### src/rtl/mips_cpu_bus_mem_ctrl_if.sv
// mips_cpu_bus_mem_ctrl_if: datapath request, Avalon bus and register-file write-back signals
interface mips_cpu_bus_mem_ctrl_if;
  logic        req_valid;
  logic        req_ready;
  logic [3:0]  req_op;
  logic [31:0] req_addr;
  logic [31:0] req_wdata;
  logic [4:0]  req_dest;
  logic [31:0] avm_address;
  logic        avm_read;
  logic        avm_write;
  logic [31:0] avm_writedata;
  logic [3:0]  avm_byteenable;
  logic        avm_waitrequest;
  logic [31:0] avm_readdata;
  logic        reg_write_en;
  logic [4:0]  reg_write_dest;
  logic [31:0] reg_write_data;
  logic [2:0]  load_type;
  logic [3:0]  instr_byteenable;
  logic        done;
  logic        err;
  modport slave (
    input  req_valid, req_op, req_addr, req_wdata, req_dest, avm_waitrequest, avm_readdata,
    output req_ready, avm_address, avm_read, avm_write, avm_writedata, avm_byteenable,
           reg_write_en, reg_write_dest, reg_write_data, load_type, instr_byteenable, done, err
  );
  modport master (
    output req_valid, req_op, req_addr, req_wdata, req_dest, avm_waitrequest, avm_readdata,
    input  req_ready, avm_address, avm_read, avm_write, avm_writedata, avm_byteenable,
           reg_write_en, reg_write_dest, reg_write_data, load_type, instr_byteenable, done, err
  );
endinterface

### src/rtl/mips_cpu_bus_mem_ctrl.sv
// mips_cpu_bus_mem_ctrl: multi-cycle load/store sequencer onto an Avalon-style bus.
// MIPS_MEM_CTRL_ALIGN_CHECK_EN turns misaligned word/halfword accesses into err completions.
module mips_cpu_bus_mem_ctrl #(
  parameter logic [15:0] TIMEOUT_CYCLES = 16'd0
) (
  input logic clk,
  input logic reset,
  mips_cpu_bus_mem_ctrl_if.slave bus
);
  typedef enum logic [2:0] {IDLE, READ, WRITE, WB, FIN} state_t;
  state_t      state_q;
  logic        req_ready_q, avm_read_q, avm_write_q, reg_write_en_q, done_q, err_q;
  logic [31:0] avm_address_q, avm_writedata_q, reg_write_data_q;
  logic [3:0]  avm_byteenable_q, instr_byteenable_q;
  logic [4:0]  reg_write_dest_q;
  logic [2:0]  load_type_q, lt_q;
  logic [15:0] wait_cnt_q;
  logic [3:0]  op, be_d;
  logic [1:0]  o;
  logic [2:0]  lt_d;
  logic [31:0] wdata_d;
  logic        is_load, is_store, word, half, bt, misalign, timeout;
  always_comb begin
    op       = bus.req_op;
    o        = bus.req_addr[1:0];
    is_load  = !op[3] && op != 4'd7;
    is_store = op == 4'd8 || op == 4'd9 || op == 4'd10;
    word     = op == 4'd0 || op == 4'd8;
    half     = op == 4'd3 || op == 4'd4 || op == 4'd10;
    bt       = op == 4'd1 || op == 4'd2 || op == 4'd9;
    // LWL keeps the high-order lanes from the offset down; LWR fills up from the top lane
    be_d     = word ? 4'hF : bt ? 4'b0001 << o : half ? (o[1] ? 4'hC : 4'h3) :
               op == 4'd5 ? 4'hF >> o : 4'hF << ~o;
    lt_d     = (op == 4'd6 && o == 2'd3) ? 3'd0 : op[2:0];
    wdata_d  = bt ? {4{bus.req_wdata[7:0]}} : half ? {2{bus.req_wdata[15:0]}} : bus.req_wdata;
`ifdef MIPS_MEM_CTRL_ALIGN_CHECK_EN
    misalign = (word && o != 2'd0) || (half && o[0]);
`else
    misalign = 1'b0;
`endif
    timeout  = TIMEOUT_CYCLES != 16'd0 && wait_cnt_q == TIMEOUT_CYCLES - 16'd1;
  end
  always_ff @(posedge clk) begin
    if (reset) begin
      state_q            <= IDLE;
      req_ready_q        <= 1'b1;
      avm_read_q         <= 1'b0;
      avm_write_q        <= 1'b0;
      reg_write_en_q     <= 1'b0;
      done_q             <= 1'b0;
      err_q              <= 1'b0;
      avm_address_q      <= '0;
      avm_writedata_q    <= '0;
      reg_write_data_q   <= '0;
      avm_byteenable_q   <= '0;
      instr_byteenable_q <= '0;
      reg_write_dest_q   <= '0;
      load_type_q        <= '0;
      lt_q               <= '0;
      wait_cnt_q         <= '0;
    end else begin
      done_q         <= 1'b0;
      err_q          <= 1'b0;
      reg_write_en_q <= 1'b0;
      case (state_q)
        IDLE: if (bus.req_valid) begin
          req_ready_q      <= 1'b0;
          wait_cnt_q       <= '0;
          lt_q             <= lt_d;
          reg_write_dest_q <= bus.req_dest;
          avm_address_q    <= {bus.req_addr[31:2], 2'b00};
          avm_writedata_q  <= wdata_d;
          if ((!is_load && !is_store) || misalign) begin
            state_q <= FIN;
            done_q  <= 1'b1;
            err_q   <= misalign;
          end else begin
            state_q          <= is_load ? READ : WRITE;
            avm_read_q       <= is_load;
            avm_write_q      <= is_store;
            avm_byteenable_q <= be_d;
          end
        end
        READ, WRITE: if (!bus.avm_waitrequest || timeout) begin
          avm_read_q       <= 1'b0;
          avm_write_q      <= 1'b0;
          avm_byteenable_q <= '0;
          done_q           <= 1'b1;
          err_q            <= bus.avm_waitrequest;
          if (state_q == READ && !bus.avm_waitrequest) begin
            state_q            <= WB;
            reg_write_data_q   <= bus.avm_readdata;
            reg_write_en_q     <= reg_write_dest_q != 5'd0;
            load_type_q        <= lt_q;
            instr_byteenable_q <= avm_byteenable_q;
          end else
            state_q <= FIN;
        end else
          wait_cnt_q <= wait_cnt_q + 16'd1;
        default: begin
          state_q            <= IDLE;
          req_ready_q        <= 1'b1;
          load_type_q        <= '0;
          instr_byteenable_q <= '0;
        end
      endcase
    end
  end
  assign bus.req_ready        = req_ready_q;
  assign bus.avm_address      = avm_address_q;
  assign bus.avm_read         = avm_read_q;
  assign bus.avm_write        = avm_write_q;
  assign bus.avm_writedata    = avm_writedata_q;
  assign bus.avm_byteenable   = avm_byteenable_q;
  assign bus.reg_write_en     = reg_write_en_q;
  assign bus.reg_write_dest   = reg_write_dest_q;
  assign bus.reg_write_data   = reg_write_data_q;
  assign bus.load_type        = load_type_q;
  assign bus.instr_byteenable = instr_byteenable_q;
  assign bus.done             = done_q;
  assign bus.err              = err_q;
endmodule

### src/flat_wrapper.sv
// flat-port wrapper written by rule: the top's interface ports become plain ports
module mips_cpu_bus_mem_ctrl_flat 
#(
  parameter logic [15:0] TIMEOUT_CYCLES = 16'd0
)
  (clk, reset, bus_req_valid, bus_req_op, bus_req_addr, bus_req_wdata, bus_req_dest, bus_avm_waitrequest, bus_avm_readdata, bus_req_ready, bus_avm_address, bus_avm_read, bus_avm_write, bus_avm_writedata, bus_avm_byteenable, bus_reg_write_en, bus_reg_write_dest, bus_reg_write_data, bus_load_type, bus_instr_byteenable, bus_done, bus_err);
  mips_cpu_bus_mem_ctrl_if bus_i ();
  input logic clk;
  input logic reset;
  input wire logic [$bits(bus_i.req_valid)-1:0] bus_req_valid;
  input wire logic [$bits(bus_i.req_op)-1:0] bus_req_op;
  input wire logic [$bits(bus_i.req_addr)-1:0] bus_req_addr;
  input wire logic [$bits(bus_i.req_wdata)-1:0] bus_req_wdata;
  input wire logic [$bits(bus_i.req_dest)-1:0] bus_req_dest;
  input wire logic [$bits(bus_i.avm_waitrequest)-1:0] bus_avm_waitrequest;
  input wire logic [$bits(bus_i.avm_readdata)-1:0] bus_avm_readdata;
  output wire logic [$bits(bus_i.req_ready)-1:0] bus_req_ready;
  output wire logic [$bits(bus_i.avm_address)-1:0] bus_avm_address;
  output wire logic [$bits(bus_i.avm_read)-1:0] bus_avm_read;
  output wire logic [$bits(bus_i.avm_write)-1:0] bus_avm_write;
  output wire logic [$bits(bus_i.avm_writedata)-1:0] bus_avm_writedata;
  output wire logic [$bits(bus_i.avm_byteenable)-1:0] bus_avm_byteenable;
  output wire logic [$bits(bus_i.reg_write_en)-1:0] bus_reg_write_en;
  output wire logic [$bits(bus_i.reg_write_dest)-1:0] bus_reg_write_dest;
  output wire logic [$bits(bus_i.reg_write_data)-1:0] bus_reg_write_data;
  output wire logic [$bits(bus_i.load_type)-1:0] bus_load_type;
  output wire logic [$bits(bus_i.instr_byteenable)-1:0] bus_instr_byteenable;
  output wire logic [$bits(bus_i.done)-1:0] bus_done;
  output wire logic [$bits(bus_i.err)-1:0] bus_err;
  assign bus_i.req_valid = bus_req_valid;
  assign bus_i.req_op = bus_req_op;
  assign bus_i.req_addr = bus_req_addr;
  assign bus_i.req_wdata = bus_req_wdata;
  assign bus_i.req_dest = bus_req_dest;
  assign bus_i.avm_waitrequest = bus_avm_waitrequest;
  assign bus_i.avm_readdata = bus_avm_readdata;
  assign bus_req_ready = bus_i.req_ready;
  assign bus_avm_address = bus_i.avm_address;
  assign bus_avm_read = bus_i.avm_read;
  assign bus_avm_write = bus_i.avm_write;
  assign bus_avm_writedata = bus_i.avm_writedata;
  assign bus_avm_byteenable = bus_i.avm_byteenable;
  assign bus_reg_write_en = bus_i.reg_write_en;
  assign bus_reg_write_dest = bus_i.reg_write_dest;
  assign bus_reg_write_data = bus_i.reg_write_data;
  assign bus_load_type = bus_i.load_type;
  assign bus_instr_byteenable = bus_i.instr_byteenable;
  assign bus_done = bus_i.done;
  assign bus_err = bus_i.err;
  mips_cpu_bus_mem_ctrl #(.TIMEOUT_CYCLES(TIMEOUT_CYCLES)) u_core (.clk(clk), .reset(reset), .bus(bus_i));
endmodule
### config.mk
export PLATFORM = sky130hd
export DESIGN_NAME = mips_cpu_bus_mem_ctrl_flat
export DESIGN_NICKNAME = d
export VERILOG_FILES = /design/src/rtl/mips_cpu_bus_mem_ctrl_if.sv /design/src/rtl/mips_cpu_bus_mem_ctrl.sv /design/src/flat_wrapper.sv
export SDC_FILE = /design/constraint.sdc
export NUM_CORES = 1
export LEC_CHECK = 0
export CELL_PAD_IN_SITES_DETAIL_PLACEMENT = 0
export CELL_PAD_IN_SITES_GLOBAL_PLACEMENT = 1
export CORE_ASPECT_RATIO = 1.1
export CORE_MARGIN = 3
export CORE_UTILIZATION = 31
export DETAILED_ROUTE_END_ITERATION = 8
export GPL_TIMING_DRIVEN = 0
export PLACE_DENSITY = 0.88
export SETUP_SLACK_MARGIN = 0.2
export SLEW_MARGIN = 20
export SYNTH_ARGS = -nofsm -noshare
export SYNTH_HDL_FRONTEND = slang
export SYNTH_SLANG_ARGS = --single-unit
### constraint.sdc
create_clock -name clk -period 5 [get_ports clk]
set_input_delay 1 -clock clk [delete_from_list [all_inputs] [get_ports clk]]
set_output_delay 1 -clock clk [all_outputs]
set_load 0.01 [all_outputs]
placement.png
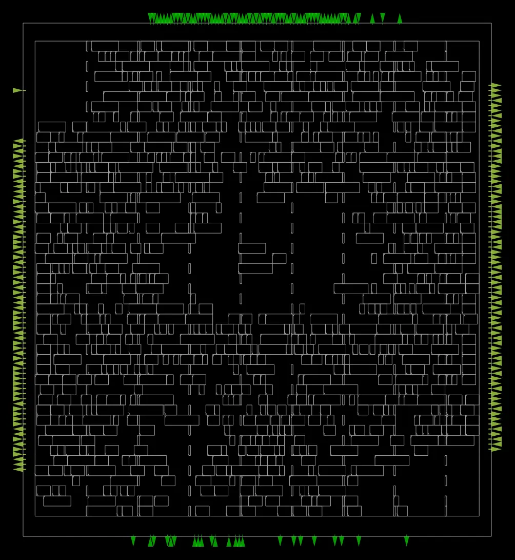
flop share of the area: 0.3044
Post-Route Utilization: 0.5205
layout sequential cell count: 121
Core Box Area: 15290 um2
tapcell count: 196

flops_by_reg.png
The bar under the picture is 50 um long.
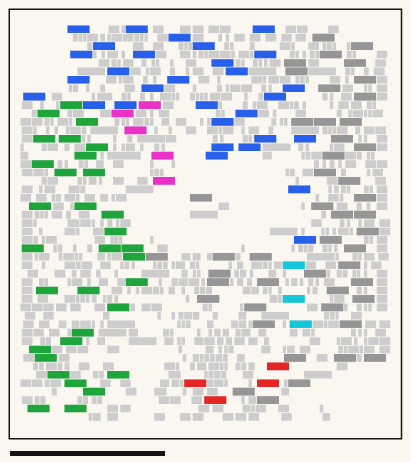
green -> u_core.bus.avm_writedata  # placed flops 32
blue -> u_core.bus.avm_address  # placed flops 30
red -> u_core.bus.avm_byteenable  # placed flops 4, where bottom center
magenta -> u_core.bus.reg_write_dest  # placed flops 5
cyan -> u_core.bus.load_type  # placed flops 3

==> impl_table.tex <==
% Implementation results table
\begin{tabular}{lr}
\hline
Metric & Value \\
\hline
\multicolumn{2}{l}{\textbf{Routing}} \\
Iteration count of the initial detailed-routing pass & 5 \\
Remaining antenna violation count after routing & 0 \\
Number of remaining DRC errors & 0 \\
Post-detailed-route via-to-cell ratio & 4.804 \\
Average wire length per cell after detail routing & 15.75 um \\
Final wirelength & 16870 um \\
Initial DRC Count & between 150 and 200 \\
Met3 routed WL & 1556 um \\
Wire length on met2 & 7659 um \\
\multicolumn{2}{l}{\textbf{GRT}} \\
GRT busiest layer & met2 \\
Number of antenna violations at the first check in global routing & 0 \\
Via count of the first global-routing pass & 5077 \\
Aggregate global-route resource usage & 0.1924 \\
Pin count of the biggest net entering global routing & 17 \\
Routing usage on met1 & 0.2355 \\
\multicolumn{2}{l}{\textbf{Synth}} \\
Parity-gate share of the synthesized area counting xor and xnor cells & 0.003561 \\
Area share, top type & 0.4924 \\
Cell Type Count & 48 \\
Yosys warning count & 0 \\
Post-synthesis average cell area & 7.948 um2 \\
Gate Count Post-Synth & 619 \\
Most frequently used cell type in the post-synthesis netlist & sky130\_fd\_sc\_hd\_\_nand2\_1 \\
Main logic family & AND-OR/OR-AND gates \\
Synthesized area & about 5000 um2 \\
Cell total in the yosys stat output & 619 \\
FFs w/ async S/R, synth & 0 \\
Area share of and/or/nand/nor cells after synthesis & 0.1968 \\
Sequential fraction of the synthesis area & 0.4924 \\
Largest cells by area after synthesis & sky130\_fd\_sc\_hd\_\_dfxtp\_1 (49\%), sky130\_fd\_sc\_hd\_\_nand2\_1 (13\%), sky130\_fd\_sc\_hd\_\_a21oi\_1 (11\%), sky130\_fd\_sc\_hd\_\_mux2i\_1 (3.5\%), sky130\_fd\_sc\_hd\_\_nor2\_1 (2.8\%) \\
\multicolumn{2}{l}{\textbf{Worst setup path}} \\
CP Buf/Inv Count & 3 \\
Peak fanout along the critical path & 10 \\
Crit-path max cell delay & 500 ps \\
Crit Path Category & in -> reg \\
Critical R2R Launch & u\_core.state\_q[1] \\
\multicolumn{2}{l}{\textbf{Worst hold path}} \\
Startpoint of the worst hold path & u\_core.bus.reg\_write\_data[11] \\
Hold Crit Class & reg -> reg \\
\multicolumn{2}{l}{\textbf{STA}} \\
Worst Slack Setup Final & 2143 ps \\
Finish-stage setup viols & 0 \\
Tightest Pin Transition & 714.2 ps \\
Share of the clock period used by the worst path after layout & 0.5714 \\
Number of max-slew violations in the final report & 0 \\
Total count of hold-check failures in the final report & 0 \\
Time the final worst path needs with I/O delays and setup & 2857 ps \\
Tightest slew margin relative to the limit & 0.5239 \\
Sum of negative setup slack & 0 ps \\
Unrepaired setup endpoints after global routing & no \\
\multicolumn{2}{l}{\textbf{Clock network}} \\
\# Post-CTS Setup Buffers & 0 \\
Bufs on Longest Clock Path & 2 \\
H-tree lvl count & 4 \\
Cell at the root of the clock tree & sky130\_fd\_sc\_hd\_\_clkbuf\_16 \\
CTS-repair resized insts & 0 \\
Clock net sink count & 121 \\
\multicolumn{2}{l}{\textbf{Power}} \\
Power density relative to cell area & 342.8 nW/um2 \\
Peak supply drop & 0.1934 mV \\
\multicolumn{2}{l}{\textbf{Layout}} \\
Commonest non-fill, non-tap cell in the layout & sky130\_fd\_sc\_hd\_\_clkdlybuf4s50\_1 \\
Final nets & approximately 1000 \\
Area growth syn-to-layout & 61.78\% \\
Multi-input logic area & 2206 um2 \\
\multicolumn{2}{l}{\textbf{Die}} \\
Die area & 17420 um2 \\
IO Pins & roughly 230 \\
Height of the die & 138.1 um \\
Die width & 126.1 um \\
\multicolumn{2}{l}{\textbf{Place}} \\
I/O Buffers & 222 \\
Area after DPL & 7395 um2 \\
Pre-CTS setup slack & 1700 ps \\
\multicolumn{2}{l}{\textbf{Flow run}} \\
Number of OpenROAD warnings & 26 \\
\multicolumn{2}{l}{\textbf{Status}} \\
Outcome & completed \\
\hline
\end{tabular}
-- final cells by class --
type / instances / share of cell area
Sequential cell: 121 / 0.3044
Timing Repair Buffer: 222 / 0.2792
Clock buffer: 18 / 0.05518
Multi-Input combinational cell: 433 / 0.2772
Buffer: 54 / 0.03144
Clock inverter: 14 / 0.01572
Tap cell: 196 / 0.03081
Inverter: 13 / 0.006131
-- where the power goes --
group          internal (mW)  switching (mW)  total [mW]
logic                  0.257           0.244       0.502
registers               1.03          0.0334        1.06
clock network          0.698           0.468        1.17
total                   1.98           0.746        2.73
-- path summary, 6_finish.rpt --
kind | cells after the start | to
hold / removal | 2 | u_core.bus.reg_write_data[11]
setup / recovery | 8 | u_core.bus.avm_writedata[27]
hold reg to reg | 2 | u_core.bus.reg_write_data[11]
setup reg to reg | 7 | u_core.bus.avm_writedata[6]
-- through the flow --
| stage | instances | total power [mW] | hold WS, ps |
|---|---|---|---|
| floorplan | 621 | 1.304 | 436.0 |
| global placement | 1039 | 1.584 | 441.6 |
| detailed placement | 1039 | 1.586 | 445.3 |
| CTS | 1071 | 2.763 | 453.6 |
| global route | 1071 | 2.854 | 465.0 |
| finish | 1071 | 2.728 | 452.3 |
-- sequential cells by signal, indices dropped and copies added, names as in the netlist --
name                         flops
u_core.bus.avm_read              1
u_core.bus.req_ready             1
u_core.bus.reg_write_dest        5
u_core.bus.avm_address          30
u_core.bus.avm_writedata        32
u_core.state_q                   3
u_core.bus.avm_write             1
u_core.bus.reg_write_en          1
u_core.bus.reg_write_data       32
u_core.bus.load_type             3
u_core.lt_q                      3
u_core.bus.done                  1
u_core.bus.instr_byteenable      4
u_core.bus.avm_byteenable        4
Power and IR drop assume default switching activity.
